==> src/rtl/xeng_pkg.sv <==
// Shared constants and helpers for the X-engine pair readout: ceil-log2, triangular pair count
// and the accumulator word width.
package xeng_pkg;

  function automatic int log2c(input int n);
    int r;
    r = 0;
    while ((1 << r) < n) r++;
    return r;
  endfunction

  function automatic int npairs(input int n);
    return n * (n + 1) / 2;
  endfunction

  function automatic int acc_width(input int input_width, input int acc_len_bits);
    return input_width + acc_len_bits;
  endfunction

endpackage

==> src/rtl/xeng_pair_index_gen.sv <==
// Triangular antenna-pair counter: on start walks (a,b) with a<=b from (0,0) to (N-1,N-1),
// one pair per cycle; abort stops it. Indices hold their last value while idle.
module xeng_pair_index_gen
  import xeng_pkg::*;
#(
  parameter int N   = 4,
  parameter int VLB = log2c(N)
) (
  input  logic           clk,
  input  logic           rst_n,
  input  logic           start_i,
  input  logic           abort_i,
  output logic [VLB-1:0] a_o,
  output logic [VLB-1:0] b_o,
  output logic           valid_o,
  output logic           first_o,
  output logic           last_o
);

  localparam logic [VLB-1:0] LAST_IDX = VLB'(N - 1);
  localparam logic [VLB-1:0] ONE      = VLB'(1);

  logic [VLB-1:0] a_q, a_d;
  logic [VLB-1:0] b_q, b_d;
  logic           valid_q, valid_d;

  assign a_o     = a_q;
  assign b_o     = b_q;
  assign valid_o = valid_q;
  assign first_o = valid_q && (a_q == '0) && (b_q == '0);
  assign last_o  = valid_q && (a_q == LAST_IDX) && (b_q == LAST_IDX);

  // A start on the final pair simply restarts, so back-to-back scans need no gap.
  always_comb begin
    a_d     = a_q;
    b_d     = b_q;
    valid_d = valid_q;
    if (abort_i) begin
      valid_d = 1'b0;
    end else if (start_i) begin
      a_d     = '0;
      b_d     = '0;
      valid_d = 1'b1;
    end else if (valid_q) begin
      if (last_o) begin
        valid_d = 1'b0;
      end else if (b_q == LAST_IDX) begin
        a_d = a_q + ONE;
        b_d = a_q + ONE;
      end else begin
        b_d = b_q + ONE;
      end
    end
  end

  always_ff @(posedge clk or negedge rst_n) begin
    if (!rst_n) begin
      a_q     <= '0;
      b_q     <= '0;
      valid_q <= 1'b0;
    end else begin
      a_q     <= a_d;
      b_q     <= b_d;
      valid_q <= valid_d;
    end
  end

endmodule

==> src/rtl/xeng_pair_readout.sv <==
// Mirrors the vector accumulator's double-buffer schedule, scans every antenna pair of each
// completed buffer and emits the registered signed product of the two returned accumulations.
module xeng_pair_readout
  import xeng_pkg::*;
#(
  parameter  int INPUT_WIDTH   = 4,
  parameter  int ACC_LEN_BITS  = 8,
  parameter  int VECTOR_LENGTH = 32,
  parameter  int VACC_LATENCY  = 2,
  localparam int ACC_WIDTH     = acc_width(INPUT_WIDTH, ACC_LEN_BITS),
  localparam int VLB           = log2c(VECTOR_LENGTH)
) (
  input  logic                          clk,
  input  logic                          rst_n,
  input  logic                          sync,
  input  logic signed [ACC_WIDTH-1:0]   din_a,
  input  logic signed [ACC_WIDTH-1:0]   din_b,
  output logic        [VLB-1:0]         ant_sel_a,
  output logic        [VLB-1:0]         ant_sel_b,
  output logic                          buf_sel,
  output logic signed [2*ACC_WIDTH-1:0] dout,
  output logic                          dout_valid,
  output logic        [VLB-1:0]         dout_ant_a,
  output logic        [VLB-1:0]         dout_ant_b,
  output logic                          dout_sof,
  output logic                          dout_eof,
  output logic                          overrun
);

  localparam int FRAME = VECTOR_LENGTH << ACC_LEN_BITS;
  localparam int CNT_W = log2c(FRAME);
  localparam int TAG_W = 3 + 2 * VLB;
  localparam logic [CNT_W-1:0] CNT_LAST = CNT_W'(FRAME - 1);
  localparam logic [CNT_W-1:0] CNT_ONE  = CNT_W'(1);

  logic [CNT_W-1:0] cnt_q, cnt_d;
  logic             active_q, active_d;
  logic             frame_done;
  logic             buf_sel_q;
  logic             overrun_q;

  logic [VLB-1:0] scan_a, scan_b;
  logic           scan_valid, scan_first, scan_last;

  always_comb begin
    cnt_d      = cnt_q + CNT_ONE;
    active_d   = active_q;
    frame_done = 1'b0;
    if (sync) begin
      cnt_d    = '0;
      active_d = 1'b0;
    end else if (cnt_q == CNT_LAST) begin
      cnt_d      = '0;
      active_d   = ~active_q;
      frame_done = 1'b1;
    end
  end

  // The buffer just finished is the one being left, i.e. the pre-toggle active_q.
  always_ff @(posedge clk or negedge rst_n) begin
    if (!rst_n) begin
      cnt_q     <= '0;
      active_q  <= 1'b0;
      buf_sel_q <= 1'b0;
      overrun_q <= 1'b0;
    end else begin
      cnt_q     <= cnt_d;
      active_q  <= active_d;
      overrun_q <= frame_done && scan_valid && !scan_last;
      if (frame_done) buf_sel_q <= active_q;
    end
  end

  xeng_pair_index_gen #(
    .N   (VECTOR_LENGTH),
    .VLB (VLB)
  ) u_index_gen (
    .clk     (clk),
    .rst_n   (rst_n),
    .start_i (frame_done),
    .abort_i (sync),
    .a_o     (scan_a),
    .b_o     (scan_b),
    .valid_o (scan_valid),
    .first_o (scan_first),
    .last_o  (scan_last)
  );

  assign ant_sel_a = scan_a;
  assign ant_sel_b = scan_b;
  assign buf_sel   = buf_sel_q;
  assign overrun   = overrun_q;

  // Tag layout: {valid, sof, eof, a, b}; only the valid bit is killed by sync.
  logic [TAG_W-1:0] tag_pipe [VACC_LATENCY+1];
  assign tag_pipe[0] = {scan_valid, scan_first, scan_last, scan_a, scan_b};

  for (genvar gi = 0; gi < VACC_LATENCY; gi++) begin : g_tag
    logic [TAG_W-1:0] stage_q;
    always_ff @(posedge clk or negedge rst_n) begin
      if (!rst_n) stage_q <= '0;
      else        stage_q <= sync ? {1'b0, tag_pipe[gi][TAG_W-2:0]} : tag_pipe[gi];
    end
    assign tag_pipe[gi+1] = stage_q;
  end

  logic [TAG_W-1:0] tag_out;
  logic             tag_v;
  assign tag_out = tag_pipe[VACC_LATENCY];
  assign tag_v   = tag_out[TAG_W-1];

  logic signed [2*ACC_WIDTH-1:0] prod;
  assign prod = $signed({{ACC_WIDTH{din_a[ACC_WIDTH-1]}}, din_a})
              * $signed({{ACC_WIDTH{din_b[ACC_WIDTH-1]}}, din_b});

  logic signed [2*ACC_WIDTH-1:0] dout_q;
  logic                          dout_valid_q, sof_q, eof_q;
  logic        [VLB-1:0]         ant_a_q, ant_b_q;

  always_ff @(posedge clk or negedge rst_n) begin
    if (!rst_n) begin
      dout_q       <= '0;
      dout_valid_q <= 1'b0;
      sof_q        <= 1'b0;
      eof_q        <= 1'b0;
      ant_a_q      <= '0;
      ant_b_q      <= '0;
    end else begin
      dout_valid_q <= tag_v && !sync;
      sof_q        <= tag_v && tag_out[TAG_W-2] && !sync;
      eof_q        <= tag_v && tag_out[TAG_W-3] && !sync;
      if (tag_v) begin
        dout_q  <= prod;
        ant_a_q <= tag_out[2*VLB-1:VLB];
        ant_b_q <= tag_out[VLB-1:0];
      end
    end
  end

  assign dout       = dout_q;
  assign dout_valid = dout_valid_q;
  assign dout_sof   = sof_q;
  assign dout_eof   = eof_q;
  assign dout_ant_a = ant_a_q;
  assign dout_ant_b = ant_b_q;

endmodule

==> config.mk <==
export PLATFORM = sky130hd
export DESIGN_NAME = xeng_pair_readout
export DESIGN_NICKNAME = d
export VERILOG_FILES = /design/src/rtl/xeng_pkg.sv /design/src/rtl/xeng_pair_index_gen.sv /design/src/rtl/xeng_pair_readout.sv
export SDC_FILE = /design/constraint.sdc
export NUM_CORES = 1
export LEC_CHECK = 0
export CORE_MARGIN = 5
export CORE_UTILIZATION = 50
export CTS_BUF_LIST = sky130_fd_sc_hd__clkbuf_8
export CTS_CLUSTER_DIAMETER = 40
export DETAILED_ROUTE_END_ITERATION = 6
export PLACE_DENSITY = 0.7
export SLEW_MARGIN = 20
export SYNTH_ARGS = -nofsm -noshare
export SYNTH_HDL_FRONTEND = slang
export SYNTH_SLANG_ARGS = --single-unit
==> constraint.sdc <==
create_clock -name clk -period 3.5 [get_ports clk]
set_input_delay 0.35 -clock clk [delete_from_list [all_inputs] [get_ports clk]]
set_output_delay 0.35 -clock clk [all_outputs]
set_load 0.01 [all_outputs]
==> run_1/metal_density.png <==
Scale: 2 px per micron. The die is cut into 29 by 29 equal tiles; dark purple is low, yellow is high, scaled to the fullest tile. Values are wire area over tile area, all layers added.
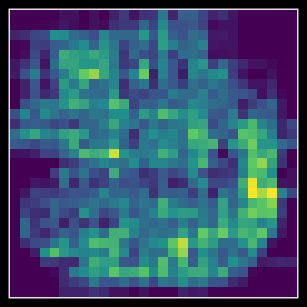
- emptiest ninth of the die: top right
- mean over tiles: 0.15
- fullest tile: 0.51
- tiles over half the peak: 18%

==> run_1/sizes.png <==
Scale: 2 px per micron.
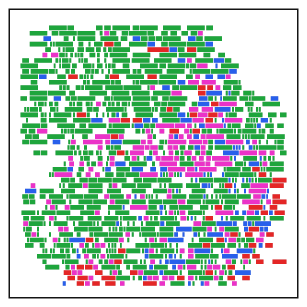
- _2 cells: blue (cells 132; most used inv_2)
- _6 and larger: red (cells 66; most used buf_6)
- _0 and _1 cells: green (cells 709; most used inv_1)
- _3 and _4 cells: magenta (cells 173; most used buf_4)
final standard cell area without fillers: 11950 sq um
worst setup margin: -1.174 ns
number of non-clock buffers: 213
Area growth syn-to-layout: 34.04%

==> run_1/detail.png <==
Region (47, 75) to (97, 125) microns. Cells in grey, sequential cells in the stronger grey; small squares are vias.
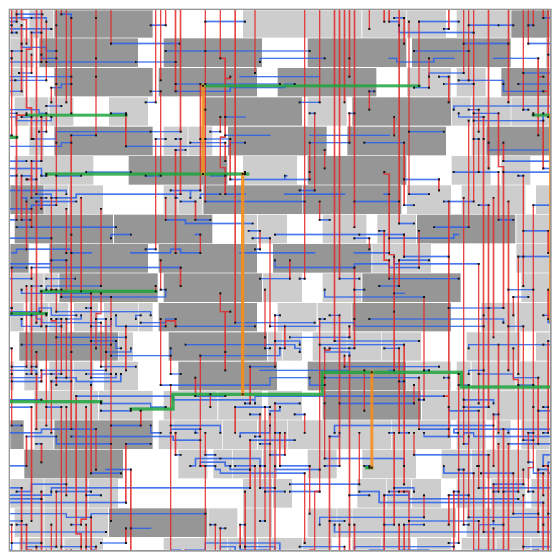
- metal 4: orange
- metal 3: green
- metal 2: red
- metal 1: blue
- most frequent: dfrtp_1 (37), buf_4 (15), clkdlybuf4s50_1 (10)
- cells with their middle in the window: 151
- netlist names of flops here include: g_tag.stage_q (15), dout (10), cnt_q (4)
- sequential cells in the window: 37

==> run_1/power_grid.png <==
Scale: 3 px per micron. Pins as bars on the die edge.
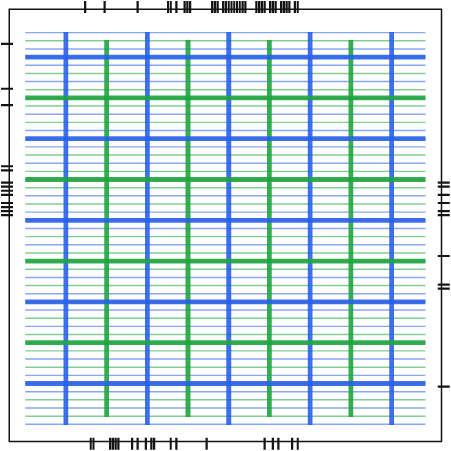
- VSS: blue
- VDD: green
- rows: 48
- signal pins: 76
- met1 rails: 49
- met5 straps: 9
- met4 straps: 9

==> results.cfg, run 1 <==
; physical design summary
[route]
drc = 0
dr.first_iter.drc_count = 295
wirelength_microns = 20360
routed-wl-met2_microns = 10570

[global_route]
global_route.peak_usage_layer = met2
globalRouteMet2Util = 0.3670
gr-usage-all-layers = 0.2083
global_route_wire_length_before_repair_microns = 34290
grt_max_degree = 77

[timing]
fin_setup_tns_ns = -14.24
finClkSkew_ns = 0.009844
min_period_ns = 4.674
setup_viol_count_final = 17
post-route-worst-setup-slack_ns = -1.174

[yosys]
top_flip_flop_cell_by_instance_count_after_synthesis = dfrtp_1
netlist-cell-type-count = 60
edf_count = 0
synth_flop_count = 90
mappedNetlistArea_sq_um = 8917
synth.cellmix.adderShare = 0.3912

[clock_tree]
clock_tree.buffer_depth = 2
ctsRootBufferMaster = clkbuf_8

[power_and_ir_drop]
pwr.group.combinational_mw = 10.3

[status]
failed_checks = negative setup slack
outcome = finished with violations

[setup_path]
crit_path_frequent_cell = fa_1
critPathSlowestCell = fa_1
worst_setup_path_start_kind = primary input
critical_path.max_stage_delay_ns = 0.54
crit_path_max_fanout = 6

[cells_and_area]
fin_util = 0.6863
clockNetworkAreaShare = 0.01685
bufAreaShareNonClock = 0.1664
flop_area_sq_um = 2252
final.clkbuf_count = 10

[die]
num_rows = 48

[placement]
post-dp-hpwl_microns = 15770
buffer_ports.inserted = 75

[hold_path]
hold_path_class = primary input to asynchronous set/reset pin
==> run 1: placed cells by master, fill, tap and decap left out, drive strengths merged, types with 9 or more instances in the layout <==
master,n
buf,163
nand3,14
xor2,15
nand2,113
fa,138
inv,176
a21o,9
clkdlybuf4s50,50
ha,58
a21oi,19
o21ai,17
clkbuf,10
xnor2,19
and2,46
dfrtp,90
mux2,23
nor2,40
==> run 1: registers in the layout, indices dropped and copies added (netlist names) <==
| name | cells |
|---|---|
| dout_ant_b | 5 |
| dout_valid | 1 |
| dout | 24 |
| dout_sof | 1 |
| g_tag.stage_q | 26 |
| u_index_gen.a_o | 5 |
| active_q | 1 |
| overrun | 1 |
| u_index_gen.b_o | 5 |
| dout_ant_a | 5 |
| buf_sel | 1 |
| u_index_gen.valid_o | 1 |
| dout_eof | 1 |
| cnt_q | 13 |
==> run 1: per-stage QoR <==
stage          cells  area [sq um]  setup slack [ns]
4_1_cts         1301         11570            -1.218
6_report        1305         11950            -1.174
2_1_floorplan    887          9420            -1.328
3_3_place_gp    1257         10850            -2.033
5_1_grt         1305         11950            -1.273
3_5_place_dp    1257         10850            -2.159
==> run 1: path summary, 6_finish.rpt <==
path	cells past startpoint	slack (ns)	startpoint	to
max reg2reg	8	1.24	u_index_gen.b_o[0]	u_index_gen.a_o[2]
min	1	0.13	rst_n	g_tag[0].stage_q[3]
min reg2reg	0	0.35	g_tag[0].stage_q[8]	g_tag[1].stage_q[8]
min in group clk	0	0.35	g_tag[0].stage_q[8]	g_tag[1].stage_q[8]
max in group asynchronous	2	2.60	rst_n	u_index_gen.b_o[4]
max	16	-1.17	din_a[2]	dout[23]
==> run 1: what timing repair did <==
action / in CTS / in global routing
gates cloned: 1 / 0
setup buffers: 27 / 13
pin swaps: 79 / 89
resized: 206 / 119
endpoints found under the setup margin: 19 / 18
==> run 2: changes to the inputs <==
Settings changed: CAP_MARGIN set to 0.
==> run_2/placement.png <==
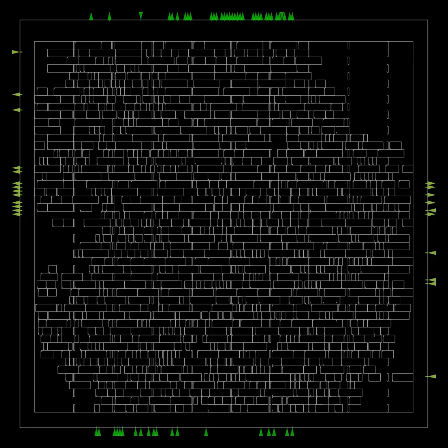
sequential share of cell area: 0.1884
Row Count: 48
fin cells: 1305

==> run 2 against run 1 <==
Compared with the run above: the flow still finishes with violations (negative setup slack); critical path type unchanged; non-clock buffer count did not move; critical endpoint unchanged; combinational power barely moved; first-iteration DRC count did not move; hold slack did not move.
==> results.cfg, run 2 <==
; physical design summary
[yosys]
yosys_cells = 887
top_cell_type_by_instance_count_after_synthesis = inv_1
edf_count = 0
top_flip_flop_cell_by_instance_count_after_synthesis = dfrtp_1
netlist-cell-type-count = 60
yosysTopAreaCellShare = 0.3098
synth.net_count = 1110
synth.avg_cell_area_sq_um = 10.05
gate_count_after_technology_mapping = 887
synth_flop_count = 90
synth_sequential_area_ratio = 0.2526
postSynth.asyncResetShare = 1.000
mappedNetlistArea_sq_um = 8917
synth-warning-count = 0

[placement]
detailedPlace.worstSlack_ns = -2.159
post-dp-hpwl_microns = 15770
place_congestion = 0.8256
placed_area_sq_um = 10850
placed_cells_incl_taps = 1257
buffer_ports.inserted = 75

[setup_path]
timing.critical_path.max_delay_family = adder cells
crit_path_max_fanout = 6
critical_path.max_stage_delay_ns = 0.54
regToRegStartpoint = u_index_gen.b_o[0]
critPathSlowestCell = fa_1
setup.reg_to_reg.worst_slack_ns = 1.24
timing.critical_path.cells = buf_6 > and2_4 > fa_1 > fa_1 > fa_2 > fa_1 > inv_1 > fa_1 > inv_2 > ha_4 > a21o_1 > or2_1 > o211a_4 > a211oi_4 > o41ai_2 > or3b_1
path_class = primary input to flop
crit_path_frequent_cell = fa_1
worstRegToRegCells = 8
worst_setup_path_start_kind = primary input
r2r_end = u_index_gen.a_o[2]

[timing]
setup_viol_count_final = 17
hold_ws_ns = 0.1291
worst_slew_margin_rel = 0.3703
min_period_ns = 4.674
post-route-worst-setup-slack_ns = -1.174
finClkSkew_ns = 0.009844
grt_setup_unrepaired = true
final_max_slew_viol_count = 0
worst_pin_slew_ns = 0.9446
fin_setup_tns_ns = -14.24
count_of_final_hold_check_violations = 0

[clock_tree]
holdBufCountCts = 0
clock_tree.buffer_depth = 2
cts_tree = built
clkTransAtPathRegs_ns = 0.09
ctsRootBufferMaster = clkbuf_8

[cells_and_area]
n_fill_cell = 1320
layout_top_cell_excl_fill_tap = inv_1
most-common-layout-cells = inv_1 (130), fa_1 (124), buf_4 (106), dfrtp_1 (90), nand2_1 (77)
largest-register = g_tag.stage_q
areaGrowthSynthToFinish_pct = 34.04
final_area_sq_um = 11950
final_net_count = 1298
largest_register_ff_count = 26
fin_util = 0.6863

[flow_run]
warnings = 31
maxcap_violations = 0

[global_route]
global_route_wire_length_before_repair_microns = 34290
antenna_found_initial = 0
global_route.peak_usage_layer = met2
use_met1 = 0.2782
grt_pass1_vias = 7304
globalRouteMet2Util = 0.3670
grt_max_degree = 77
gr-usage-all-layers = 0.2083

[route]
dr.first_iter.drc_count = 295
detail_route.vias_per_cell = 5.048
drc = 0

[hold_path]
hold_path_class = primary input to asynchronous set/reset pin

[power_and_ir_drop]
power_leakage_nw = 5.853
max-vdd-ir-drop_v = 0.001055

[die]
ioPinCount = 76
core-area_sq_um = 17420

[status]
outcome = finished with violations
failed_checks = negative setup slack
==> run_2/metal_density.png <==
Scale: 2 px per micron. The die is cut into 29 by 29 equal tiles; dark purple is low, yellow is high, scaled to the fullest tile. Values are wire area over tile area, all layers added.
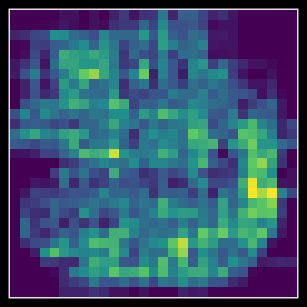
- mean over tiles: 0.15
- fullest tile: 0.51
- nearly empty tiles: 15%
average detailed-routed wire length per instance: 15.60 microns
DR vias: 6587
total detailed-routing wirelength: 20360 microns

-- run 2: cell counts after synthesis --
No cell type changed its count.
-- run 2: timing repair --
item	4_1_cts	5_1_grt
cloned	1	0
resized	206	119
pin swaps	79	89
setup buffers	27	13
setup endpoints to repair	19	18
-- run 2: cells by family after synthesis --
| group | after synthesis | share of synthesized area |
|---|---|---|
| AND-OR/OR-AND | 78 | 0.06188 |
| XOR/XNOR | 34 | 0.03424 |
| adder cells (fa/ha/maj) | 196 | 0.3912 |
| buffers and inverters | 209 | 0.09120 |
| flip-flops | 90 | 0.2526 |
| multiplexers | 26 | 0.03241 |
| AND/OR/NAND/NOR | 254 | 0.1365 |
-- run 2: layout make-up --
cell class              count  area [sq um]  area share
well taps                 225         281.5     0.02355
multi-input cells         588          6574      0.5500
flip-flops and latches     90          2252      0.1884
inverters                 173         654.4     0.05475
clock inverters             6         63.81    0.005339
repair buffers            213          1989      0.1664
clock buffers              10         137.6     0.01151
-- run 2: where the power goes --
part / switching [mW] / total, mW / internal, mW
Combinational: 4.87 / 10.3 / 5.39
Clock: 0.378 / 0.729 / 0.351
Sequential: 0.0734 / 1.21 / 1.14
-- run 2: worst max-delay path by stage --
stage                     slack (ns)  startpoint       end  cells past startpoint
final                          -1.17    din_a[2]  dout[23]                     16
after CTS                      -1.22    din_b[7]  dout[22]                     19
after global placement         -2.03    din_a[6]  dout[22]                     17
after detailed placement       -2.16    din_a[6]  dout[22]                     17
after global routing           -1.27   din_a[11]  dout[23]                     20
after floorplan                -1.33    din_a[4]  dout[23]                     18
-- run 2: routing by layer --
metal | share of wire | up-vias
met5 | 0 | -
met4 | 0.021 | 0
met3 | 0.033 | 33
met2 | 0.52 | 102
met1 | 0.43 | 3338
li1 | - | 3114
Power is estimated from default activity; no workload was simulated.
